### Met2 routing, run 1

Scale: 4 px per um. Cells faint in the background.
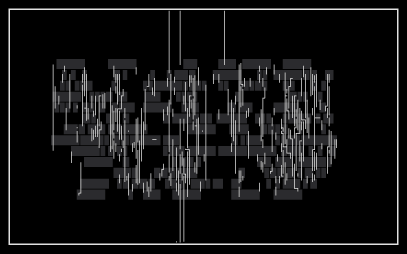
### Cells by drive strength, run 1

Scale: 6 px per um.
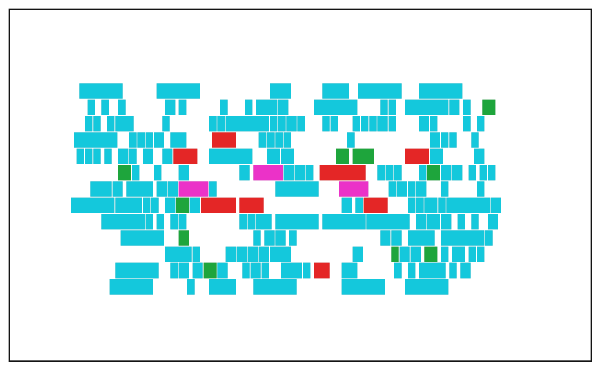
### Metal 1, run 1

Scale: 6 px per um. Supply wires on this layer in grey. Cells faint in the background.
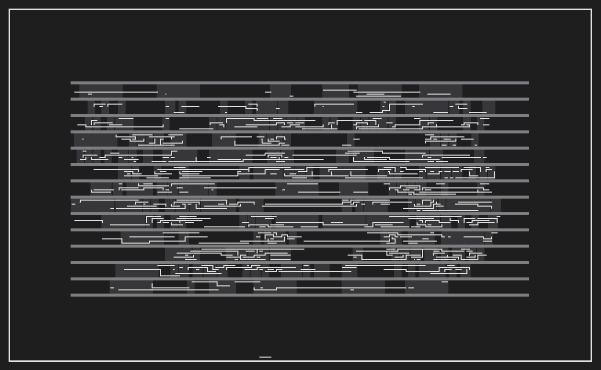
==> src/rtl/bounce_gen.sv <==
// Bouncy edge generator: emits NUM_BOUNCE transitions with gaps between them, then holds the
// target level for SETTLE_CYC cycles. Define BOUNCE_GEN_LFSR_EN for pseudo-random gaps.
module bounce_gen #(
    parameter int unsigned NUM_BOUNCE = 5,
    parameter int unsigned GAP_W      = 3,
    parameter int unsigned SETTLE_CYC = 16,
    parameter logic [15:0] SEED       = 16'hACE1
) (
    input  logic clk,
    input  logic rst,
    input  logic start,
    input  logic level,
    output logic out,
    output logic busy,
    output logic done
);

    localparam int unsigned SetW = $clog2(SETTLE_CYC + 1);
    localparam logic [SetW-1:0]  SetLoad = SetW'(SETTLE_CYC);
    localparam logic [SetW-1:0]  SetOne  = {{(SetW-1){1'b0}}, 1'b1};
    localparam logic [GAP_W:0]   GapOne  = {{GAP_W{1'b0}}, 1'b1};
    localparam logic [7:0]       NbLast  = 8'(NUM_BOUNCE);

    typedef enum logic [1:0] {StIdle, StBounce, StSettle} state_e;

    state_e          state_q, state_d;
    logic            out_q, out_d;
    logic            busy_q, busy_d;
    logic            done_q, done_d;
    logic            tgt_q, tgt_d;
    logic [7:0]      cnt_q, cnt_d;
    logic [7:0]      cnt_inc;
    logic [GAP_W:0]  gap_q, gap_d;
    logic [SetW-1:0] set_q, set_d;
    logic [GAP_W:0]  g_val;

`ifdef BOUNCE_GEN_LFSR_EN
    logic [15:0] lfsr_q, lfsr_d;

    // x^16+x^14+x^13+x^11+1, shifted left with feedback into bit 0
    always_comb begin
        lfsr_d = {lfsr_q[14:0], lfsr_q[15] ^ lfsr_q[13] ^ lfsr_q[12] ^ lfsr_q[10]};
        g_val  = {1'b0, lfsr_q[GAP_W-1:0]} + GapOne;
    end

    always_ff @(posedge clk) begin
        if (rst) lfsr_q <= SEED;
        else     lfsr_q <= lfsr_d;
    end
`else
    assign g_val = {1'b1, {GAP_W{1'b0}}};
`endif

    assign cnt_inc = cnt_q + 8'd1;

    always_comb begin
        state_d = state_q;
        out_d   = out_q;
        busy_d  = busy_q;
        done_d  = 1'b0;
        tgt_d   = tgt_q;
        cnt_d   = cnt_q;
        gap_d   = gap_q;
        set_d   = set_q;
        unique case (state_q)
            StIdle: begin
                busy_d = 1'b0;
                if (start) begin
                    tgt_d   = level;
                    cnt_d   = 8'd0;
                    gap_d   = g_val;
                    busy_d  = 1'b1;
                    state_d = StBounce;
                end
            end
            StBounce: begin
                if (gap_q == GapOne) begin
                    gap_d = g_val;
                    cnt_d = cnt_inc;
                    if (cnt_inc < NbLast) begin
                        out_d = ~out_q;
                    end else begin
                        // Final transition lands on the target whatever the toggle parity
                        out_d   = tgt_q;
                        set_d   = SetLoad;
                        state_d = StSettle;
                    end
                end else begin
                    gap_d = gap_q - GapOne;
                end
            end
            StSettle: begin
                if (set_q == SetOne) begin
                    set_d   = '0;
                    done_d  = 1'b1;
                    busy_d  = 1'b0;
                    state_d = StIdle;
                end else begin
                    set_d = set_q - SetOne;
                end
            end
            default: begin
                busy_d  = 1'b0;
                state_d = StIdle;
            end
        endcase
    end

    always_ff @(posedge clk) begin
        if (rst) begin
            state_q <= StIdle;
            out_q   <= 1'b0;
            busy_q  <= 1'b0;
            done_q  <= 1'b0;
            tgt_q   <= 1'b0;
            cnt_q   <= 8'd0;
            gap_q   <= '0;
            set_q   <= '0;
        end else begin
            state_q <= state_d;
            out_q   <= out_d;
            busy_q  <= busy_d;
            done_q  <= done_d;
            tgt_q   <= tgt_d;
            cnt_q   <= cnt_d;
            gap_q   <= gap_d;
            set_q   <= set_d;
        end
    end

    assign out  = out_q;
    assign busy = busy_q;
    assign done = done_q;

endmodule
==> config.mk <==
export PLATFORM = sky130hd
export DESIGN_NAME = bounce_gen
export DESIGN_NICKNAME = d
export VERILOG_FILES = /design/src/rtl/bounce_gen.sv
export SDC_FILE = /design/constraint.sdc
export NUM_CORES = 1
export LEC_CHECK = 0
export ABC_AREA = 1
export CAP_MARGIN = 20
export CORE_ASPECT_RATIO = 0.5
export CORE_MARGIN = 10
export CORE_UTILIZATION = 45
export CTS_CLUSTER_SIZE = 30
export DETAILED_ROUTE_END_ITERATION = 8
export SETUP_SLACK_MARGIN = 0.2
export SLEW_MARGIN = 20
export SYNTH_ARGS = -nofsm -noshare
export SYNTH_HDL_FRONTEND = slang
export SYNTH_SLANG_ARGS = --single-unit
export TNS_END_PERCENT = 20
==> constraint.sdc <==
create_clock -name clk -period 2.1 [get_ports clk]
set_input_delay 0.42 -clock clk [delete_from_list [all_inputs] [get_ports clk]]
set_output_delay 0.42 -clock clk [all_outputs]
set_load 0.05 [all_outputs]
==> flow_summary.ini, run 1 <==
; synthesis and place-and-route metrics
[synth]
top_area_cell = dfxtp_1
syn_inst = 191
synthesis.yosys.warnings = 0
synth_area_per_cell_um2 = 6.94
synthMuxAreaShare_pct = 0
synthTopCellsByCount = 39 x nand2_1, 27 x inv_1, 23 x dfxtp_1, 21 x nor2_1, 19 x a21oi_1
postSynth.asyncResetShare_pct = 0
simple_gate_share_pct = 36.1
yosysUniqueCellTypes = 26
top_cells_by_area = dfxtp_1 35%, nand2_1 11%, inv_1 7.6%, a21oi_1 7.2%, nand3_1 6.0%
fp_nets = 201
synth_chip_area_um2 = 1330
adder_share_pct = 5.66
ys_ff = 23
yosysMostFrequentCell = nand2_1
edf_count = 0
ys_cells = 191
synth_seq_share_pct = 34.7
xor_share_pct = 0.660
synth_area_um2 = 1330

[timing]
slew_headroom_pct = 66.0
finalClockPeriodUsage_pct = 87.6
hold_ws_ps = 476
worstMarginPinSlew_ps = 509
fin_crit_ps = 1840
max_freq_mhz = 544
rsz0062_at_grt = yes
setup_ws_ps = 261
finalClockSkew_ps = 9.75
finalSetupTns_ps = 0
hold_viol = 0

[floorplanning]
io_pins = 7
chipArea_um2 = 5650
n_tap_cell = 37
initCoreUtil_pct = 49.1
core_um2 = 2700

[final_layout]
clk_share_pct = 3.14
lay_top_count = nand2_1
seq_cells = 23
final_core_util_pct = 54.6
clock_buffers = 3
largest_register_ffs = 8
fin_nets = 210
buffers = 7
largestClassByArea = combinational gates
syn_to_final_growth_pct = 11.2
diodes = 0
nonClkBufAreaFrac_pct = 4.75
comb_share_pct = 50.6
flop_area_um2 = 460
mostFrequentLayoutCells = 39 x nand2_1, 27 x inv_1, 23 x dfxtp_1
final_cells = 236
comb_area_um2 = 747
seq_share_pct = 31.2
stdcell_area_um2 = 1480
top_regs = cnt_q x8, set_q x5, gap_q x4
logic_gates = 137
drive_gt1_share_pct = 10.6

[critical_path]
cp.required_ps = 1680
crit_type = register to primary output
crit_path_max_fanout = 2
critPathLaunchType = register
reg2reg_slack_ps = 370
cp_num_buf_inv = 1
crit_start = busy$_SDFFE_PP0P_
critPathCaptureType = primary output
path_cells = clkdlybuf4s50_1
critPathTopFamily = buffers and inverters
critPathMaxStageDelay_ps = 820

[cts]
path_clk_slew_ps = 80
hold_buffers = 0
tritoncts = built
clockBufferDepth = 2
cts_setup_buffers = 0
cts_buffers = 3
clk_latency_ps = 270
cts.sinks = 23
cts_resized = 0
cts-root-buf = clkbuf_8

[hold_path]
whs_endpoint = gap_q[1]$_SDFFE_PP0P_
hp-class = register to register
min_from = gap_q[1]$_SDFFE_PP0P_
min_delay_path_depth = 2

[routing]
wire_per_inst_um = 11.4
vias_per_cell = 4.87
drt-met1-wl_um = 1460
top_layer = met4
final_antenna_net_count = 0
drt_first_pass_iters = 4
dr_wl_met2_um = 1140
drt-initial-drc-count = 46

[pwr]
p_switching_uw = 329
power.density_nw_per_um2 = 689
power_leader = registers
leakage_nw = 0.641
combPwrFrac_pct = 24.2
pg_comb_uw = 246
ir_drop_mv = 0.359
p_total_mw = 1.02
power.internal_uw = 688
seqPwrFrac_pct = 48.9

[placement]
dp_cells = 232
post-dp-hpwl_um = 2010
gp_congestion = 0.781
dpl_cell_area_um2 = 1430
pre_cts_slack_ps = 356

[global_routing]
grt_pass1_wl_um = 4770
grt_pass1_vias = 1074
grt_overflow = 0
met1_usage_pct = 12.7
top_usage_layer = met2
track_usage_pct = 9.81
met3_usage_pct = 3.03
antenna_found_initial = 0

[flow_run]
drv_cap = 0

[outcome]
status = finished clean
Notes on 'Met2 routing' above:
wire length on this layer = 1,140 um
nets with wire on the layer = 152
share of all routed wire = 42%
longest straight run = 23.8 um
main direction = vertical

Notes on 'Cells by drive strength' above:
_6 and larger -> magenta  # cells 3, most used clkbuf_8
_0 and _1 cells -> cyan  # cells 178, most used nand2_1
_2 cells -> green  # cells 10, most used or2_2
_3 and _4 cells -> red  # cells 8, most used nor2_4

Notes on 'Metal 1' above:
share of all routed wire = 55%
longest straight run = 21.6 um
Via Count: 1,150
DRT Wirelength: 2680 um

==> run 2, diff against run 1 <==
Settings changed: CTS_CLUSTER_DIAMETER from default to 60.
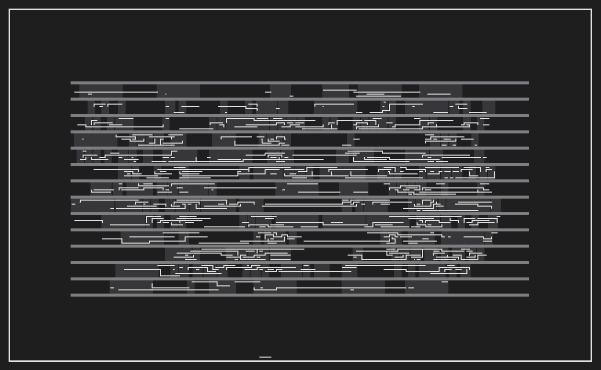
*Metal 1, run 2*
Scale: 6 px per um. Supply wires on this layer in grey. Cells faint in the background.
longest straight run = 21.6 um
nets with wire on the layer = 193
share of all routed wire = 55%
met1 usage: 12.7%

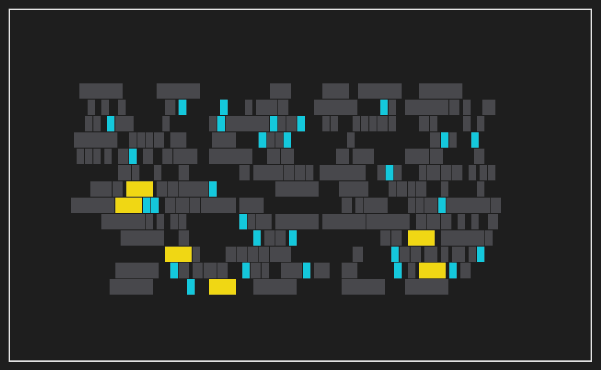
*Logic cells by family, run 2*
Scale: 6 px per um.
inverters -> cyan  # cells 28, most used inv_1
adder and majority cells -> yellow  # cells 6, most used ha_1

==> run 2 against run 1 <==
Compared with the run above: sequential cell count unchanged; core utilization is the same; clock power barely moved; synthesized cell count did not move; total power is the same; design area is the same; via count unchanged; fmax did not move; critical path type unchanged; critical path depth did not move; clock skew did not move.
==> flow_summary.ini, run 2 <==
; synthesis and place-and-route metrics
[global_routing]
top_usage_layer = met2
antenna_found_initial = 0
grt_overflow = 0
met3_usage_pct = 3.03
grt_pass1_wl_um = 4770
grt_pass1_vias = 1074
grt_max_degree = 14
track_usage_pct = 9.81

[synth]
top_cells_by_area = dfxtp_1 35%, nand2_1 11%, inv_1 7.6%, a21oi_1 7.2%, nand3_1 6.0%
synth_chip_area_um2 = 1330
xor_share_pct = 0.660
adder_share_pct = 5.66
synthesis.yosys.warnings = 0
yosysMostFrequentCell = nand2_1
edf_count = 0
synthTopCellsByCount = 39 x nand2_1, 27 x inv_1, 23 x dfxtp_1, 21 x nor2_1, 19 x a21oi_1
postSynth.asyncResetShare_pct = 0
synth_area_per_cell_um2 = 6.94
synth_seq_share_pct = 34.7
ys_ff = 23
top_area_cell = dfxtp_1
synthMuxAreaShare_pct = 0
fp_nets = 201
synth_area_um2 = 1330
simple_gate_share_pct = 36.1
yosysUniqueCellTypes = 26
synth.logic.top_family = simple AND/OR/NAND/NOR gates
compound_area_share_pct = 13.9
syn_inst = 191
ys_cells = 191

[routing]
drt-met1-wl_um = 1460
wire_per_inst_um = 11.4
routed_wl_um = 2680
top_layer = met4
drt_first_pass_iters = 4
vias_per_cell = 4.87
dr_wl_met2_um = 1140
final_antenna_net_count = 0
remaining_drc_errors = 0
drt-initial-drc-count = 46
vias = 1150
wl_met3_um = 75

[floorplanning]
n_tap_cell = 37
core_um2 = 2700
chipArea_um2 = 5650
row_count = 13
die.size.y_um = 58.4
io_pins = 7
initCoreUtil_pct = 49.1

[pwr]
seqPwrFrac_pct = 48.9
pg_comb_uw = 246
power.internal_uw = 688
power_leader = registers
p_clk_uw = 274
combPwrFrac_pct = 24.2
p_switching_uw = 329
ir_drop_mv = 0.359
leakage_nw = 0.641
powerSeq_uw = 497
power.density_nw_per_um2 = 689
p_total_mw = 1.02

[timing]
fin_crit_ps = 1840
rsz0062_at_grt = yes
max_freq_mhz = 544
hold_ws_ps = 476
hold_viol = 0
setup_ws_ps = 261
worstMarginPinSlew_ps = 509
finalSetupTns_ps = 0
finalClockPeriodUsage_pct = 87.6
slew_headroom_pct = 66.0
finalClockSkew_ps = 9.75

[final_layout]
final_cells = 236
seq_share_pct = 31.2
largest_register_ffs = 8
diodes = 0
largestClassByArea = combinational gates
logic_gates = 137
flop_area_um2 = 460
drive_gt1_share_pct = 10.6
seq_cells = 23
nNonClkInverters = 28
syn_to_final_growth_pct = 11.2
final_core_util_pct = 54.6
mostFrequentLayoutCells = 39 x nand2_1, 27 x inv_1, 23 x dfxtp_1
nonClkBufAreaFrac_pct = 4.75
comb_share_pct = 50.6
buffers = 7
largest-register = cnt_q
comb_area_um2 = 747
clk_share_pct = 3.14
top_regs = cnt_q x8, set_q x5, gap_q x4
fin_nets = 210
lay_top_count = nand2_1
clock_buffers = 3
stdcell_area_um2 = 1480

[critical_path]
critPathMaxStageDelay_ps = 820
cp.required_ps = 1680
path_cells = clkdlybuf4s50_1
crit_type = register to primary output
cp_num_buf_inv = 1
reg2reg_slack_ps = 370
cp_num_cells = 1
crit_path_max_fanout = 2
critPathCaptureType = primary output
reg2reg_depth = 8
critPathTopFamily = buffers and inverters
endpoint = busy
critPathLaunchType = register
crit_start = busy$_SDFFE_PP0P_

[cts]
hold_buffers = 0
tritoncts = built
clk_latency_ps = 270
cts_setup_buffers = 0
cts_buffers = 3
htreeDepth = 1
path_clk_slew_ps = 80
cts.sinks = 23
cts_resized = 0
clockBufferDepth = 2
cts-root-buf = clkbuf_8

[placement]
dpl_cell_area_um2 = 1430
dp_cells = 232
pre_cts_slack_ps = 356
post-dp-hpwl_um = 2010
gp_congestion = 0.781

[hold_path]
hp-class = register to register
min_from = gap_q[1]$_SDFFE_PP0P_
min_delay_path_depth = 2
whs_endpoint = gap_q[1]$_SDFFE_PP0P_

[flow_run]
tool_warnings = 30
drv_cap = 0

[outcome]
status = finished clean
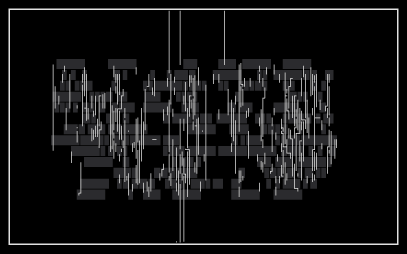
*Met2 routing, run 2*
Scale: 4 px per um. Cells faint in the background.
share of all routed wire = 42%
main direction = vertical
nets with wire on the layer = 152
wire length on this layer = 1,140 um
longest straight run = 23.8 um
met2 usage: 16.2%

==> run 3, diff against run 2 <==
Settings changed: MAX_ROUTING_LAYER from default to met4, SKIP_LAST_GASP from default to 1.
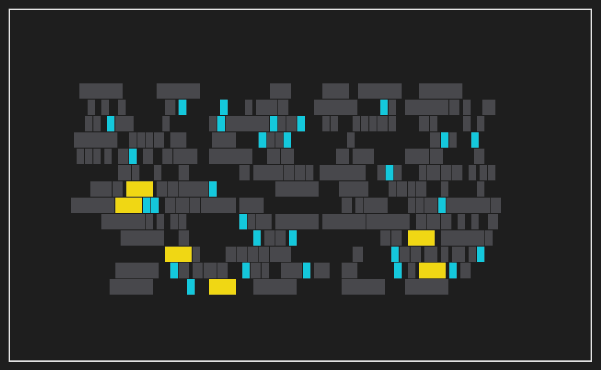
*Logic cells by family, run 3*
Scale: 6 px per um.
inverters -> cyan  # cells 28, most used inv_1
adder and majority cells -> yellow  # cells 6, most used ha_1

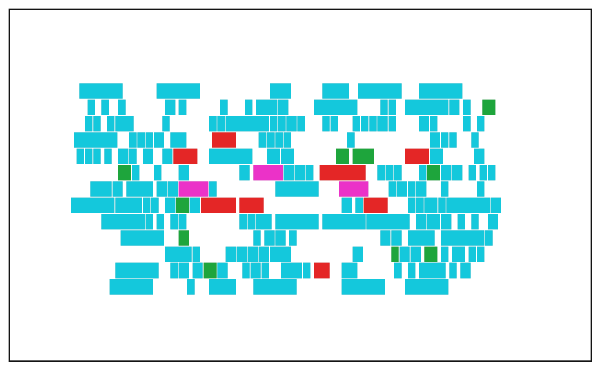
*Cells by drive strength, run 3*
Scale: 6 px per um.
_0 and _1 cells -> cyan  # cells 178, most used nand2_1
_2 cells -> green  # cells 10, most used or2_2
_6 and larger -> magenta  # cells 3, most used clkbuf_8
_3 and _4 cells -> red  # cells 8, most used nor2_4
final worst slack: 261 ps
Non-clock buffers: 7
area grow syn2layout: 11.2%

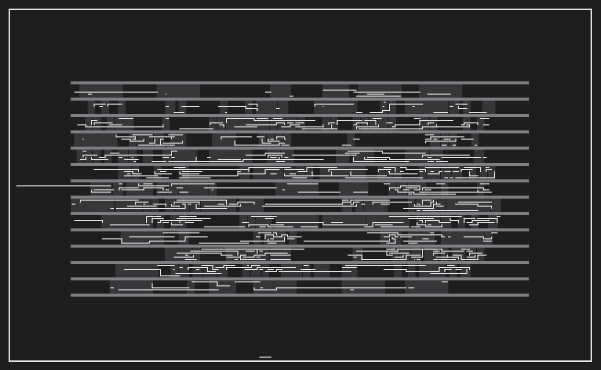
*Metal 1, run 3*
Scale: 6 px per um. Supply wires on this layer in grey. Cells faint in the background.
share of all routed wire = 55%
nets with wire on the layer = 194
main direction = horizontal
wire length on this layer = 1,480 um
met1 usage: 12.8%

==> run 3 against run 2 <==
Compared with the run above: final cell count did not move; clock power barely moved; routed wire length did not move; sequential cell count did not move; worst hold slack barely moved; critical path depth did not move; via count did not move; non-clock buffer count did not move; worst setup slack barely moved; critical path type unchanged; largest cell class unchanged.
==> flow_summary.ini, run 3 <==
; synthesis and place-and-route metrics
[outcome]
status = finished clean

[final_layout]
diodes = 0
fin_nets = 210
largestClassByArea = combinational gates
lay_top_count = nand2_1
seq_share_pct = 31.2
mostFrequentLayoutCells = 39 x nand2_1, 27 x inv_1, 23 x dfxtp_1
largest_register_ffs = 8
clk_share_pct = 3.14
comb_share_pct = 50.6
comb_area_um2 = 747
top_regs = cnt_q x8, set_q x5, gap_q x4
drive_gt1_share_pct = 10.6
logic_gates = 137
largest-register = cnt_q
nonClkBufAreaFrac_pct = 4.75
nNonClkInverters = 28
clock_buffers = 3
seq_cells = 23
flop_area_um2 = 460
final_cells = 236
fill_cells = 268
final_core_util_pct = 54.6
stdcell_area_um2 = 1480

[pwr]
p_clk_uw = 274
power.internal_uw = 688
ir_drop_mv = 0.359
p_switching_uw = 329
p_total_mw = 1.02
leakage_nw = 0.641
power.density_nw_per_um2 = 689
combPwrFrac_pct = 24.2
pg_comb_uw = 246
seqPwrFrac_pct = 48.9
power_leader = registers
powerSeq_uw = 497

[critical_path]
critPathMaxStageDelay_ps = 820
crit_arrival_ps = 1420
cp.required_ps = 1680
cp_slowest_cell = clkdlybuf4s50_1
crit_path_max_fanout = 2
reg2reg_slack_ps = 370
reg2reg_depth = 8
path_cells = clkdlybuf4s50_1
critPathLaunchType = register
crit_start = busy$_SDFFE_PP0P_
endpoint = busy
critPathTopFamily = buffers and inverters
cp_num_buf_inv = 1
crit_type = register to primary output
critPathCaptureType = primary output
cp_num_cells = 1

[synth]
synth_area_per_cell_um2 = 6.94
synth_seq_share_pct = 34.7
ys_cells = 191
yosysMostFrequentCell = nand2_1
synthMuxAreaShare_pct = 0
simple_gate_share_pct = 36.1
synthTopCellsByCount = 39 x nand2_1, 27 x inv_1, 23 x dfxtp_1, 21 x nor2_1, 19 x a21oi_1
xor_share_pct = 0.660
fp_nets = 201
synth.logic.top_family = simple AND/OR/NAND/NOR gates
edf_count = 0
syn_inst = 191
synthesis.yosys.warnings = 0
synth_chip_area_um2 = 1330
yosysUniqueCellTypes = 26
top_cells_by_area = dfxtp_1 35%, nand2_1 11%, inv_1 7.6%, a21oi_1 7.2%, nand3_1 6.0%
postSynth.asyncResetShare_pct = 0
synth_area_um2 = 1330
ys_ff = 23
adder_share_pct = 5.66
compound_area_share_pct = 13.9
top_area_cell = dfxtp_1

[hold_path]
hp-class = register to register
min_from = gap_q[1]$_SDFFE_PP0P_
min_delay_path_depth = 2
whs_endpoint = gap_q[1]$_SDFFE_PP0P_

[global_routing]
antenna_found_initial = 0
top_usage_layer = met2
met3_usage_pct = 2.79
grt_pass1_wl_um = 4770
grt_overflow = 0
grt_use_met2_pct = 16.2
grt_max_degree = 14
grt_pass1_vias = 1074
track_usage_pct = 10.1

[placement]
pre_cts_slack_ps = 356
gp_congestion = 0.792
dpl_cell_area_um2 = 1430
post-dp-hpwl_um = 2010
dp_cells = 232

[timing]
fin_crit_ps = 1840
rsz0062_at_grt = yes
max_freq_mhz = 544
slew_headroom_pct = 66.0
hold_ws_ps = 476
finalClockPeriodUsage_pct = 87.6
finalClockSkew_ps = 9.76
hold_viol = 0
finalSetupTns_ps = 0

[cts]
clk_latency_ps = 270
clockBufferDepth = 2
cts_resized = 0
tritoncts = built
htreeDepth = 1
cts_buffers = 3
hold_buffers = 0
cts.sinks = 23
path_clk_slew_ps = 80
cts_setup_buffers = 0
cts-root-buf = clkbuf_8

[floorplanning]
core_um2 = 2700
row_count = 13
n_tap_cell = 37
io_pins = 7
initCoreUtil_pct = 49.1
chipArea_um2 = 5650
die.size.y_um = 58.4

[routing]
remaining_drc_errors = 0
vias_per_cell = 4.87
routed_wl_um = 2680
drt-met1-wl_um = 1480
drt_first_pass_iters = 4
top_layer = met4
drt-initial-drc-count = 46
final_antenna_net_count = 0
vias = 1150
dr_wl_met2_um = 1140
wl_met3_um = 60
wire_per_inst_um = 11.4

[flow_run]
tool_warnings = 30
drv_cap = 0
Power figures rest on the tool's default switching activity, not on a simulated workload.
